### config.mk
export PLATFORM = sky130hd
export DESIGN_NAME = fifo_drain_sched
export DESIGN_NICKNAME = d
export VERILOG_FILES = /design/src/rtl/fifo_drain_sched.sv
export SDC_FILE = /design/constraint.sdc
export NUM_CORES = 1
export LEC_CHECK = 0
export CAP_MARGIN = 15
export CORE_MARGIN = 8
export CORE_UTILIZATION = 35
export DETAILED_ROUTE_END_ITERATION = 8
export PLACE_DENSITY = 0.7
export RECOVER_POWER = 50
export SETUP_SLACK_MARGIN = 0.02
export SYNTH_ARGS = -nofsm -noshare
export SYNTH_HDL_FRONTEND = slang
export SYNTH_SLANG_ARGS = --single-unit
### constraint.sdc
create_clock -name clk -period 2.7 [get_ports clk]
set_input_delay 0.27 -clock clk [delete_from_list [all_inputs] [get_ports clk]]
set_output_delay 0.27 -clock clk [all_outputs]
set_load 0.03 [all_outputs]
### src/rtl/fifo_drain_sched.sv
// fifo_drain_sched: round-robin drain scheduler for a bank of FIFOs.
// Grants one channel at a time for a burst of at most BURST_LEN pops. Each
// popped word is captured one cycle later together with its channel id. The
// word then goes through a 2-entry output FIFO that feeds a valid/ready stream.
//
// Ports:
//   clk, rst    clock, asynchronous active-high reset
//   en          global enable; low blocks new pops
//   ch_en       per-channel enable mask
//   fifo_out    packed read data, channel i at [i*FIFO_WIDTH +: FIFO_WIDTH]
//   fifo_empty  per-channel empty flags
//   fifo_pop    one-hot pop strobes to the bank
//   m_data      output word, with m_chan as its source channel
//   m_valid     output valid; m_ready is the downstream accept
//   busy        grant active, pop in flight, or output FIFO non-empty
module fifo_drain_sched #(
  parameter int N_DTPS     = 4,
  parameter int FIFO_WIDTH = 16,
  parameter int CH_W       = 2,
  parameter int BURST_LEN  = 4
) (
  input  logic                         clk,
  input  logic                         rst,
  input  logic                         en,
  input  logic [N_DTPS-1:0]            ch_en,
  input  logic [N_DTPS*FIFO_WIDTH-1:0] fifo_out,
  input  logic [N_DTPS-1:0]            fifo_empty,
  output logic [N_DTPS-1:0]            fifo_pop,
  output logic [FIFO_WIDTH-1:0]        m_data,
  output logic [CH_W-1:0]              m_chan,
  output logic                         m_valid,
  input  logic                         m_ready,
  output logic                         busy
);

  localparam int CNT_W = $clog2(BURST_LEN + 1);

  typedef enum logic {IDLE, GRANT} state_t;

  state_t                state, state_n;
  logic [CH_W-1:0]       rr_ptr, rr_n;
  logic [CH_W-1:0]       grant_ch, grant_n;
  logic [CNT_W-1:0]      burst_cnt, burst_n;
  logic [CH_W-1:0]       arb_ch;
  logic                  arb_found;
  logic                  grant_elig;
  logic [N_DTPS-1:0]     elig;
  logic [N_DTPS-1:0]     pop_vec;
  logic                  inflight;
  logic [CH_W-1:0]       inflight_ch;
  logic [FIFO_WIDTH-1:0] cap_data;
  logic [FIFO_WIDTH-1:0] slot1_data;
  logic [CH_W-1:0]       slot1_chan;
  logic                  slot1_valid;
  logic                  xfer;
  logic [1:0]            occ;
  logic                  space_ok;

  assign elig     = ch_en & ~fifo_empty;
  assign xfer     = m_valid & m_ready;
  // Occupancy counts the in-flight word, so a pop is only issued when its
  // capture slot is guaranteed one cycle later.
  assign occ      = 2'(m_valid) + 2'(slot1_valid) + 2'(inflight);
  assign space_ok = (occ - 2'(xfer)) < 2'd2;
  assign grant_elig = |(elig & (N_DTPS'(1) << grant_ch));

  // Cyclic first-eligible search from rr_ptr: channels at or above the pointer
  // win first, then the wrapped-around lower channels.
  always_comb begin
    arb_found = 1'b0;
    arb_ch    = '0;
    for (int unsigned i = 0; i < N_DTPS; i++) begin
      if (!arb_found && elig[i] && (CH_W'(i) >= rr_ptr)) begin
        arb_found = 1'b1;
        arb_ch    = CH_W'(i);
      end
    end
    for (int unsigned i = 0; i < N_DTPS; i++) begin
      if (!arb_found && elig[i]) begin
        arb_found = 1'b1;
        arb_ch    = CH_W'(i);
      end
    end
  end

  always_comb begin
    state_n = state;
    grant_n = grant_ch;
    burst_n = burst_cnt;
    rr_n    = rr_ptr;
    pop_vec = '0;
    case (state)
      IDLE: begin
        if (en && arb_found) begin
          grant_n = arb_ch;
          state_n = GRANT;
          burst_n = '0;
          // Arbitration and first pop share this cycle when space allows.
          if (space_ok) begin
            pop_vec = N_DTPS'(1) << arb_ch;
            burst_n = CNT_W'(1);
          end
        end
      end
      GRANT: begin
        if (!en || !grant_elig || (burst_cnt == CNT_W'(BURST_LEN))) begin
          state_n = IDLE;
          rr_n    = (grant_ch == CH_W'(N_DTPS - 1)) ? '0 : grant_ch + 1'b1;
        end else if (space_ok) begin
          pop_vec = N_DTPS'(1) << grant_ch;
          burst_n = burst_cnt + 1'b1;
        end
      end
      default: state_n = IDLE;
    endcase
  end

  // Gated so that no pop escapes while reset is asserted.
  assign fifo_pop = rst ? '0 : pop_vec;
  assign busy     = (state == GRANT) | inflight | m_valid;

  always_comb begin
    cap_data = '0;
    for (int unsigned i = 0; i < N_DTPS; i++) begin
      if (inflight_ch == CH_W'(i)) cap_data = fifo_out[i*FIFO_WIDTH +: FIFO_WIDTH];
    end
  end

  always_ff @(posedge clk or posedge rst) begin
    if (rst) begin
      state       <= IDLE;
      rr_ptr      <= '0;
      grant_ch    <= '0;
      burst_cnt   <= '0;
      inflight    <= 1'b0;
      inflight_ch <= '0;
    end else begin
      state       <= state_n;
      rr_ptr      <= rr_n;
      grant_ch    <= grant_n;
      burst_cnt   <= burst_n;
      inflight    <= |pop_vec;
      inflight_ch <= grant_n;
    end
  end

  // Two-entry output FIFO: head is the m_* registers, slot1 sits behind it.
  always_ff @(posedge clk or posedge rst) begin
    if (rst) begin
      m_valid     <= 1'b0;
      m_data      <= '0;
      m_chan      <= '0;
      slot1_valid <= 1'b0;
      slot1_data  <= '0;
      slot1_chan  <= '0;
    end else if (xfer) begin
      if (slot1_valid) begin
        m_data      <= slot1_data;
        m_chan      <= slot1_chan;
        slot1_valid <= inflight;
        if (inflight) begin
          slot1_data <= cap_data;
          slot1_chan <= inflight_ch;
        end
      end else if (inflight) begin
        m_data <= cap_data;
        m_chan <= inflight_ch;
      end else begin
        m_valid <= 1'b0;
      end
    end else if (inflight) begin
      if (!m_valid) begin
        m_valid <= 1'b1;
        m_data  <= cap_data;
        m_chan  <= inflight_ch;
      end else begin
        slot1_valid <= 1'b1;
        slot1_data  <= cap_data;
        slot1_chan  <= inflight_ch;
      end
    end
  end

endmodule

met1.png
Scale bar: 20 um.
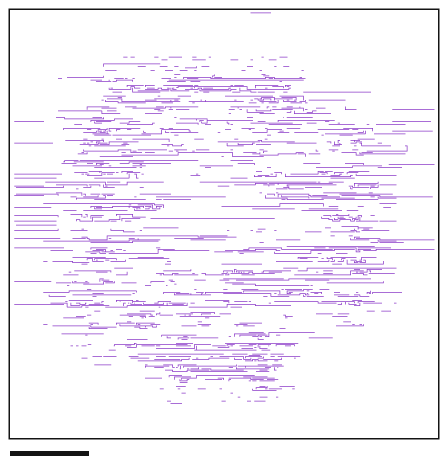
nets with wire on the layer	458
wire length on this layer	4,150 um
share of all routed wire	45%
longest straight run	34.0 um

met2.png
Scale bar: 20 um.
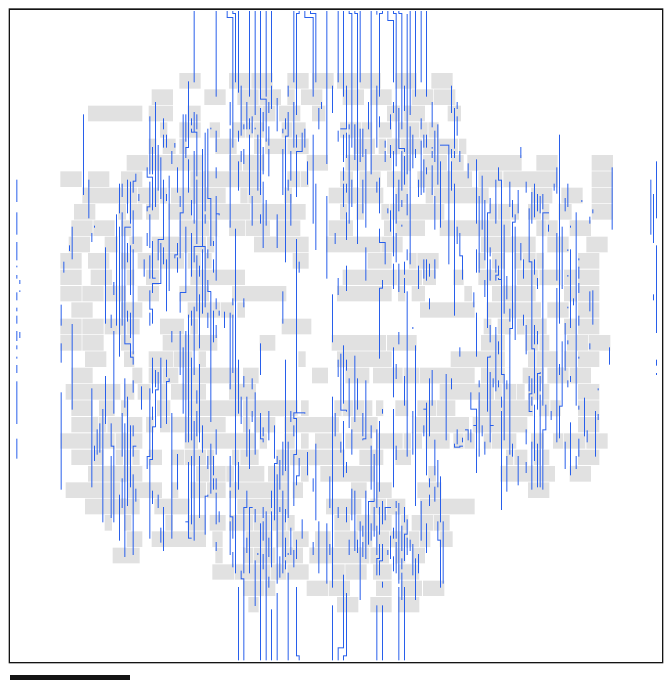
wire length on this layer	4,370 um
nets with wire on the layer	433
longest straight run	57.1 um
share of all routed wire	48%
main direction	vertical

met3.png
Scale bar: 20 um.
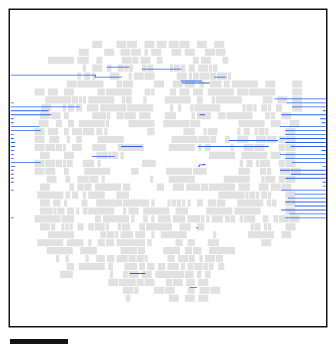
wire length on this layer	568 um
main direction	horizontal
nets with wire on the layer	63
share of all routed wire	6.2%
longest straight run	28.8 um

final_congestion.png
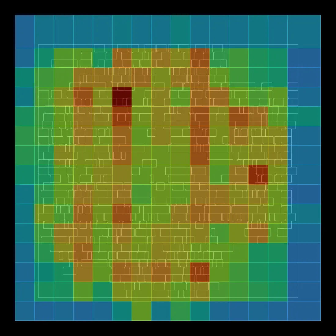
GR Util met2: 25.6%
Final Util: 52.3%
GR Util All Layers: 15.2%
GR peak layer: met2

-- flip-flops by register name, summed over array words and instances, names as in the netlist, 2 cells and up --
name,flops
m_chan,2
slot1_data,16
burst_cnt,3
inflight_ch,2
slot1_chan,2
m_data,16
rr_ptr,2
-- kinds of logic after synthesis --
kind of cell,share of synthesized area (%)
AOI/OAI and AO/OA,24.0
DFF,39.4
and+or+nand+nor,19.1
adders and majority gates,4.19
buffers and inverters,4.91
muxes,7.88
xor gates and xnor gates,0.545
-- power by group through the flow --
stage          Combinational (uW)  Clock [uW]  Sequential (uW)
6_report                     2710         448             1250
5_1_grt                      2960         497             1300
4_1_cts                      2770         471             1250
3_5_place_dp                 2690           0             1260
3_3_place_gp                 2620           0             1240
2_1_floorplan                1490           0             1510
==> results.py <==
# Physical implementation metrics
metrics = {
    "clock_tree": {
        "clkSlewWorstSetupHoldPaths_ns": 0.08,
        "clkLatencyLatePin_ns": 0.30,
        "cts_buffer_depth": 2,
        "post-cts-setup-buffers": 0,
        "postCtsHoldBufs": 0,
        "clkSinkCount": 47,
        "cts_tree": "yes",
        "cts_buffers": 5,
        "cts.repair.resized": 14,
    },
    "drt": {
        "drtPass1Iterations": 4,
        "vias_per_cell": 5.38,
        "routed.top_layer": "met4",
        "via_count": 2870,
        "wl_per_cell_um": 17.2,
        "antenna_left": 0,
        "wl_met1_mm": 4.15,
        "wl_met2_mm": 4.37,
        "drc": 0,
    },
    "die": {
        "dieWidth_um": 108,
        "die_area_sq_mm": 0.0117,
        "num_io_pins": 100,
        "rows": 33,
        "die_h_um": 108,
        "fp_util_pct": 36.1,
        "floorplan.core_area_sq_mm": 0.00826,
    },
    "cells_and_area": {
        "comb_area_sq_mm": 0.00173,
        "inverters_excl_clock": 11,
        "logic_gates": 240,
        "n_fill_cell": 786,
        "sh_comb_area_pct": 40.1,
        "antennaDiodeCount": 0,
        "seq_area_share_pct": 27.2,
        "regArea_sq_mm": 0.00118,
        "seq_cell_count": 47,
        "clkbuf_count": 6,
        "area_dominant_class": "logic gates",
        "layout.non_clock_buffers": 122,
        "lay_top_count": "clkdlybuf4s50_1",
        "buf_share_pct": 26.3,
        "post_route_cells_drive_above_1_share_pct": 16.6,
    },
    "final_timing": {
        "fmax_mhz": 387,
        "rsz0062_at_grt": "no",
        "hold_viol_final": 0,
        "tns_ns": 0,
        "slew_violations": 0,
        "setup_viol": 0,
        "slew_headroom_pct": 22.5,
        "timing.hold.ws_ns": 0.351,
        "tightest_slew_ns": 1.16,
        "final.min_clock_period_ns": 2.58,
        "fin_crit_sh_pct": 95.7,
    },
    "global_routing": {
        "grt_pass1_vias": 2916,
        "grt_util_met3_pct": 3.69,
        "antenna_found_initial": 0,
        "grt_overflow": 0,
        "grt_pass1_wl_mm": 14.5,
        "grt_max_degree": 48,
    },
    "worst_setup_path": {
        "critical_path.max_stage_delay_ns": 0.39,
        "cp_max_fo": 4,
        "worstPathRequired_ns": 2.43,
        "critPathLaunchType": "flop",
        "crit_buf_inv": 1,
        "crit_end": "fifo_pop[1]",
        "r2r_cells": 8,
        "cp_common_cell": "ha_4",
        "cp_data_arrival_time_ns": 2.31,
        "r2r_slack_ns": 0.52,
        "end_kind": "primary output",
        "crit_slowest_cell": "dfrtp_1",
        "cp_top_family": "adder cells",
        "rr_startpoint": "inflight_ch[1]$_DFFE_PP0P_",
        "crit_chain": "nand2_1, ha_4, ha_4, a21oi_4, xnor2_2, or3_4, o32ai_2, buf_4",
    },
    "synthesis": {
        "async_reset_ff_share_pct": 100,
        "synth_cells": 317,
        "yosys_area_sq_mm": 0.00298,
        "ys.flop_type": "dfrtp_1",
        "area_leaders": "dfrtp_1 (39%), a31oi_1 (6.9%), mux2_2 (6.8%)",
        "top_cells_by_count": "dfrtp_1 (47), nand2_1 (37), a31oi_1 (33), nor2_1 (29), mux2_2 (18)",
        "yosysUniqueCellTypes": 50,
        "ys.warnings.count": 0,
        "postSynthSeqShare_pct": 39.4,
        "largest_area_cell": "dfrtp_1",
        "synth_top_cell_by_count": "dfrtp_1",
        "avgSynthCellArea_sq_um": 9.41,
        "syn_area_sq_mm": 0.00298,
    },
    "worst_hold_path": {
        "holdPathEnd": "slot1_valid$_DFFE_PP0P_",
        "hold_start": "m_ready",
    },
    "power": {
        "netSwitchingPower_uw": 1900,
        "clkPwrFrac_pct": 10.2,
        "combPwrFrac_pct": 61.5,
        "p_seq_share_pct": 28.4,
        "power.internal_uw": 2510,
    },
    "flow_run": {
        "warning_count": 33,
        "maxCapViolCount": 0,
    },
    "run_status": {
        "outcome": "complete, no violations",
    },
    "placed_design": {
        "place_inst": 525,
        "place_area_sq_mm": 0.00419,
        "dp_slack_ns": -0.405,
        "routabilityCongestion": 0.768,
    },
}
Power figures rest on the tool's default switching activity, not on a simulated workload.
